port_nets.png
(4 px per um)
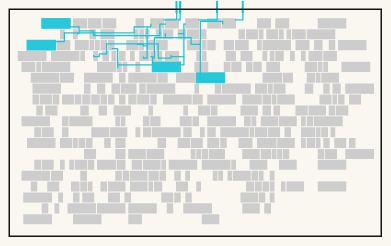
met2.png
(6 px per um)
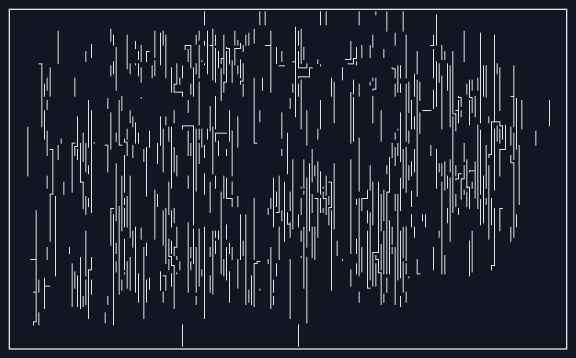
pins.png
(6 px per um) Pins as bars across the die edge, other pins in grey.
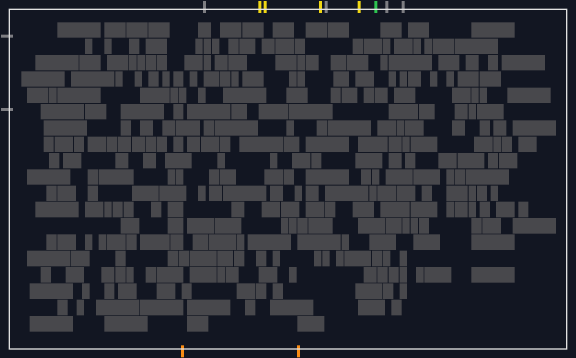
final_placement.png
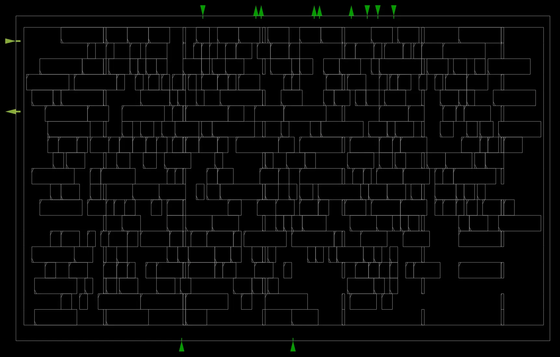
metal_stack.png
(4 px per um) Only two layers are drawn.
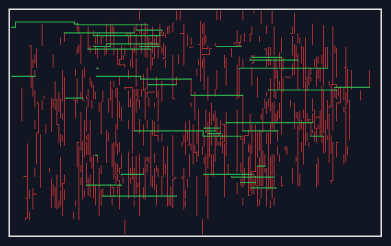
### src/rtl/led_pattern_gen.sv
// -----------------------------------------------------------------------------
// led_pattern_gen
//
// Purpose:
//   Drives an NB_LEDS-wide LED pattern that advances once per prescaler tick.
//   The prescaler period is chosen at run time from four build-time limits.
//   There are four patterns: rotate left, rotate right, ping-pong and blink.
//   i_enable pauses both the prescaler and the pattern.
//
// Ports:
//   clock     in   1        system clock, every flop uses the rising edge
//   i_reset   in   1        synchronous, active-high reset
//   i_enable  in   1        1 = prescaler runs, 0 = counter and pattern hold
//   i_rate    in   2        selects LIMIT_R0..LIMIT_R3 as the tick period
//   i_mode    in   2        00 rot-left, 01 rot-right, 10 ping-pong, 11 blink
//   o_led     out  NB_LEDS  current pattern (registered)
//   o_valid   out  1        one-cycle pulse in the cycle o_led has just updated
//   o_dir     out  1        ping-pong direction (0 toward MSB, 1 toward LSB)
//
// Every output comes straight from a flop. No combinational path runs from
// the inputs to the outputs.
// -----------------------------------------------------------------------------
module led_pattern_gen #(
    parameter int NB_LEDS  = 4,
    parameter int NB_COUNT = 32,
    parameter int LIMIT_R0 = 50000000,
    parameter int LIMIT_R1 = 25000000,
    parameter int LIMIT_R2 = 12500000,
    parameter int LIMIT_R3 = 6250000
) (
    input  logic               clock,
    input  logic               i_reset,
    input  logic               i_enable,
    input  logic [1:0]         i_rate,
    input  logic [1:0]         i_mode,
    output logic [NB_LEDS-1:0] o_led,
    output logic               o_valid,
    output logic               o_dir
);

    typedef enum logic [1:0] {
        MODE_ROT_L = 2'b00,
        MODE_ROT_R = 2'b01,
        MODE_PING  = 2'b10,
        MODE_BLINK = 2'b11
    } mode_e;

    // Tick periods, truncated to the counter width once.
    localparam logic [NB_COUNT-1:0] LIM_0 = NB_COUNT'(LIMIT_R0);
    localparam logic [NB_COUNT-1:0] LIM_1 = NB_COUNT'(LIMIT_R1);
    localparam logic [NB_COUNT-1:0] LIM_2 = NB_COUNT'(LIMIT_R2);
    localparam logic [NB_COUNT-1:0] LIM_3 = NB_COUNT'(LIMIT_R3);

    localparam logic [NB_LEDS-1:0] PAT_LSB  = {{(NB_LEDS-1){1'b0}}, 1'b1};
    localparam logic [NB_LEDS-1:0] PAT_MSB  = {1'b1, {(NB_LEDS-1){1'b0}}};
    localparam logic [NB_LEDS-1:0] PAT_ONES = {NB_LEDS{1'b1}};

    // -------------------------------------------------------------------------
    // State
    // -------------------------------------------------------------------------
    logic [NB_COUNT-1:0] cnt_q,   cnt_d;
    logic [NB_LEDS-1:0]  led_q,   led_d;
    logic                dir_q,   dir_d;
    logic                valid_q;
    mode_e               mode_q,  mode_d;

    logic [NB_COUNT-1:0] lim_s;
    logic [NB_COUNT-1:0] lim_m1_s;
    logic                tick_s;
    mode_e               mode_in_s;

    assign mode_in_s = mode_e'(i_mode);

    // -------------------------------------------------------------------------
    // Helper functions
    // -------------------------------------------------------------------------

    // Pattern loaded when the requested mode differs from the active one.
    function automatic logic [NB_LEDS-1:0] init_pattern(input mode_e m);
        logic [NB_LEDS-1:0] p;
        case (m)
            MODE_ROT_L: p = PAT_LSB;
            MODE_ROT_R: p = PAT_MSB;
            MODE_PING:  p = PAT_LSB;
            MODE_BLINK: p = PAT_ONES;
            default:    p = PAT_LSB;
        endcase
        return p;
    endfunction

    // The MSB wraps around to bit 0.
    function automatic logic [NB_LEDS-1:0] rot_left(input logic [NB_LEDS-1:0] p);
        return {p[NB_LEDS-2:0], p[NB_LEDS-1]};
    endfunction

    // Bit 0 wraps around to the MSB.
    function automatic logic [NB_LEDS-1:0] rot_right(input logic [NB_LEDS-1:0] p);
        return {p[0], p[NB_LEDS-1:1]};
    endfunction

    // -------------------------------------------------------------------------
    // Prescaler
    // -------------------------------------------------------------------------

    // Rate mux. It feeds the comparison directly, so a rate change takes effect
    // in the same cycle.
    always_comb begin
        lim_s = LIM_0;
        case (i_rate)
            2'd0:    lim_s = LIM_0;
            2'd1:    lim_s = LIM_1;
            2'd2:    lim_s = LIM_2;
            2'd3:    lim_s = LIM_3;
            default: lim_s = LIM_0;
        endcase
        // Every limit is at least 1, so this never underflows.
        lim_m1_s = lim_s - {{(NB_COUNT-1){1'b0}}, 1'b1};
    end

    // Terminal-count detection. The test is >= rather than ==, so that when
    // the period shrinks below the current count the counter ticks on the
    // next enabled cycle instead of wrapping through 2^NB_COUNT.
    always_comb begin
        cnt_d  = cnt_q;
        tick_s = 1'b0;
        if (i_enable) begin
            if (cnt_q >= lim_m1_s) begin
                cnt_d  = {NB_COUNT{1'b0}};
                tick_s = 1'b1;
            end else begin
                cnt_d  = cnt_q + {{(NB_COUNT-1){1'b0}}, 1'b1};
                tick_s = 1'b0;
            end
        end else begin
            cnt_d  = cnt_q;
            tick_s = 1'b0;
        end
    end

    // -------------------------------------------------------------------------
    // Pattern next-state
    // -------------------------------------------------------------------------

    // The pattern changes only on a tick. A pending mode change wins over
    // advancing the current pattern, and the load counts as the update.
    always_comb begin
        led_d  = led_q;
        dir_d  = dir_q;
        mode_d = mode_q;
        if (tick_s) begin
            if (mode_in_s != mode_q) begin
                mode_d = mode_in_s;
                led_d  = init_pattern(mode_in_s);
                dir_d  = 1'b0;
            end else begin
                case (mode_q)
                    MODE_ROT_L: begin
                        led_d = rot_left(led_q);
                        dir_d = 1'b0;
                    end
                    MODE_ROT_R: begin
                        led_d = rot_right(led_q);
                        dir_d = 1'b0;
                    end
                    MODE_PING: begin
                        // Reverse at the end bit and move off it on the same
                        // tick, so the pattern never dwells at either end.
                        if (dir_q == 1'b0) begin
                            if (led_q[NB_LEDS-1]) begin
                                dir_d = 1'b1;
                                led_d = led_q >> 1;
                            end else begin
                                dir_d = 1'b0;
                                led_d = led_q << 1;
                            end
                        end else begin
                            if (led_q[0]) begin
                                dir_d = 1'b0;
                                led_d = led_q << 1;
                            end else begin
                                dir_d = 1'b1;
                                led_d = led_q >> 1;
                            end
                        end
                    end
                    MODE_BLINK: begin
                        led_d = ~led_q;
                        dir_d = 1'b0;
                    end
                    default: begin
                        led_d = init_pattern(mode_in_s);
                        dir_d = 1'b0;
                    end
                endcase
            end
        end else begin
            led_d  = led_q;
            dir_d  = dir_q;
            mode_d = mode_q;
        end
    end

    // -------------------------------------------------------------------------
    // Registers
    // -------------------------------------------------------------------------

    // All state updates here. Reset overrides every other input and discards
    // any partial count.
    always_ff @(posedge clock) begin
        if (i_reset) begin
            cnt_q   <= {NB_COUNT{1'b0}};
            led_q   <= PAT_LSB;
            dir_q   <= 1'b0;
            valid_q <= 1'b0;
            mode_q  <= MODE_ROT_L;
        end else begin
            cnt_q   <= cnt_d;
            led_q   <= led_d;
            dir_q   <= dir_d;
            valid_q <= tick_s;
            mode_q  <= mode_d;
        end
    end

    assign o_led   = led_q;
    assign o_valid = valid_q;
    assign o_dir   = dir_q;

endmodule
### config.mk
export PLATFORM = sky130hd
export DESIGN_NAME = led_pattern_gen
export DESIGN_NICKNAME = d
export VERILOG_FILES = /design/src/rtl/led_pattern_gen.sv
export SDC_FILE = /design/constraint.sdc
export NUM_CORES = 1
export LEC_CHECK = 0
export CAP_MARGIN = 15
export CORE_ASPECT_RATIO = 0.6
export CORE_UTILIZATION = 50
export DETAILED_ROUTE_END_ITERATION = 10
export GPL_TIMING_DRIVEN = 0
export PLACE_DENSITY = 0.72
export SYNTH_ARGS = -nofsm -noshare
export SYNTH_HDL_FRONTEND = slang
export SYNTH_SLANG_ARGS = --single-unit
### constraint.sdc
create_clock -name clock -period 3.48 [get_ports clock]
set_input_delay 0.696 -clock clock [delete_from_list [all_inputs] [get_ports clock]]
set_output_delay 0.696 -clock clock [all_outputs]
set_load 0.05 [all_outputs]
==> impl_metrics.py <==
# Flow results
metrics = {
    "run_status": {
        "status": "complete, no violations",
    },
    "drt": {
        "route.detailed.drc": 0,
        "drt_wl_total_um": 5850,
        "vias_per_cell": 5.87,
        "vias": 2237,
        "drtIter0Drc": 199,
        "route.detailed.wl_per_inst_um": 15.4,
        "dr.pass1.iters": 7,
    },
    "yosys": {
        "async_flop_share_pct": 0,
        "largest_area_cell": "dfxtp_1",
        "fp_nets": 326,
        "ys_cells": 298,
        "ys_area_um2": 2460,
        "yosys_warnings": 0,
        "ys_seq_elements": 40,
        "netlist_area_um2": 2460,
        "syn_avg_cell_area_um2": 8.27,
        "synth_cell_types": 49,
        "syn_inst": 298,
        "ys_seq_share_pct": 32.5,
        "edf_count": 0,
    },
    "hold_path": {
        "hold_path.class": "reg2reg",
        "holdCritStartpoint": "o_led[1]",
        "whs_endpoint": "o_led[1]",
    },
    "worst_setup_path": {
        "critical_path_peak_fanout": 10,
        "r2r-end": "mode_q[1]",
        "worstRegToRegCells": 8,
        "crit_type": "in2reg",
        "worstSetupEndpointType": "flip-flop",
        "critPathLaunchType": "input port",
        "worstPathRequired_ns": 3.71,
        "ff2ff_setup_slack_ns": 0.91,
        "r2r-start": "cnt_q[23]",
    },
    "layout": {
        "layout_top_cell": "dfxtp_1",
        "n_fill_cell": 432,
        "drive_above_1_share_pct": 7.23,
        "fin_area_um2": 2780,
        "antenna_cells": 0,
        "layout.cells.non_filler": 381,
        "final_nets": 345,
        "syn2layout_area_growth_pct": 12.9,
    },
    "placed_design": {
        "dpl_cell_area_um2": 2660,
        "dp_hpwl_um": 4500,
        "dp_cells": 373,
        "port_buffers": 12,
    },
    "timing": {
        "finalHoldViolCount": 0,
        "maxSlewViolCount": 0,
        "holdWs_ns": 0.519,
        "min_period_ns": 3.36,
        "fin_skew_ns": 0.00677,
        "max-slew-margin-rel_pct": 46.1,
        "timing.fmax_mhz": 298,
        "setup_viol": 0,
        "rsz0062_at_grt": "false",
        "min_period_over_period_pct": 96.5,
    },
    "flow_run": {
        "warnings": 27,
    },
    "clock_network": {
        "ctsHoldBuffers": 0,
        "htree_levels": 2,
        "cts.sinks": 40,
        "cts_tree": "built",
        "cts_setup_buffers": 0,
        "clk_pin_slew_ns": 0.08,
        "cts_buffers": 5,
        "cts_root_buffer": "clkbuf_8",
        "clk_latency_ns": 0.29,
        "clock_path_buffers": 2,
    },
    "global_route": {
        "first_global_vias": 1966,
        "track_usage_pct": 24.4,
        "grt_pass1_wl_um": 9880,
        "grt_max_degree": 13,
        "overflow": 0,
    },
    "power_and_ir_drop": {
        "total_leakage_power_nw": 1.13,
        "irDropWorstVdd_v": 0.000250,
        "total_power_mw": 0.843,
    },
    "floorplan": {
        "fp_util_pct": 52.9,
        "die_width_um": 92.6,
        "num_rows": 19,
        "fp.coreArea_um2": 4660,
        "ioPinCount": 13,
        "die_area_um2": 5220,
        "die_h_um": 56.4,
    },
}
## Picture notes: port_nets.png
Key: `o_led` = cyan [bits 4, direction output, edge top, end cells 4, buffers 4, wire 197 um]

## Picture notes: met2.png
The wires run mostly vertical. The longest straight run is 19.4 um.

## Picture notes: pins.png
Key: `i_rate` = orange [pins 2, direction input, edge bottom]; `o_led` = yellow [pins 4, direction output, edge top]; `i_enable` = green [pins 1, direction input, edge top]
All pins by edge: 9 top, 2 left, 2 bottom.

## Picture notes: final_placement.png
seq_cells: 40
Tapcell Cnt: 63

## Picture notes: metal_stack.png
Key: met2 = red [wire length 2240 um]; met3 = green [wire length 380 um]

## worst max-delay path by stage
stage | start | end | cells after the start
floorplan | i_rate[0] | cnt_q[0] | 10
global placement | i_rate[0] | cnt_q[29] | 12
detailed placement | i_rate[0] | cnt_q[21] | 12
CTS | i_rate[1] | cnt_q[21] | 10
global route | i_rate[0] | mode_q[1] | 12
finish | i_rate[0] | mode_q[1] | 12
## registers in the layout (all words and copies together) (netlist names)
register and flops:
o_led 4, mode_q 2, o_dir 1, cnt_q 32
o_valid 1
## critical path: stages
cell and delay (ns):
clkdlybuf4s15_1 0.42, inv_1 0.14, nand2_1 0.13, inv_1 0.08, ha_1 0.30, nand4_1 0.11
or4_1 0.58, nor3_2 0.27, a311o_2 0.24, o21a_2 0.21, buf_4 0.21, mux2i_1 0.19
## logic make-up (layout without fill, tap and decap cells)
logic type	count (synthesis)	count (layout)	share of synthesized area, %
DFF	40	40	32.5
AOI/OAI and AO/OA	42	42	11.2
xor gates and xnor gates	27	27	9.59
muxes	8	8	3.25
adders and majority gates	21	21	10.7
and+or+nand+nor	134	134	28.5
buffers and inverters	25	45	4.11
other	1	1	0.152
## cell type report
class	instances	area, um2	share of cell area [%]
Clock inverter	2	10.0	0.360
Multi-Input combinational cell	233	1580	56.8
Buffer	11	53.8	1.93
Inverter	14	52.6	1.89
Clock buffer	6	82.6	2.97
Sequential cell	40	801	28.8
Tap cell	63	78.8	2.83
Timing Repair Buffer	12	123	4.41
## metrics by stage
stage               util (%)  setup WS, ns
global placement        57.2        -0.557
CTS                     59.3      -0.00253
detailed placement      57.2        -0.656
global route            59.7       0.00297
floorplan                  -         0.678
finish                  59.7         0.121
## synthesized netlist by cell type, types with 3 or more instances
master     n
a21oi_1   15
a311o_1    3
a31oi_1    4
and3_1     6
buf_2      3
clkbuf_1   7
dfxtp_1   40
ha_1      21
inv_1     14
mux2i_1    8
nand2_1   32
nand2b_1   3
nand3_1   14
nand4_1    8
nor2_1    18
nor2b_1    3
nor3_1    32
o21ai_0    5
xnor2_1   10
xor2_1    17
## power by group
part           total (mW)  switching [mW]  internal [mW]
Sequential          0.462         0.00243          0.459
Combinational      0.0589          0.0363         0.0225
Clock               0.322           0.164          0.158
## per-layer routing
metal  track usage (%)  share of wire (%)
met1              39.8                 55
met2              31.5                 38
met3              4.47                6.5
met4              6.37               0.62
met5                 0                  0
## repair_timing
| item | CTS | global route |
|---|---|---|
| pin swaps | 0 | 0 |
| hold endpoints to repair | 0 | 0 |
| resized | 4 | 7 |
| setup endpoints to repair | 37 | 35 |
No activity file was given, so power comes from the tool's default toggle rates.
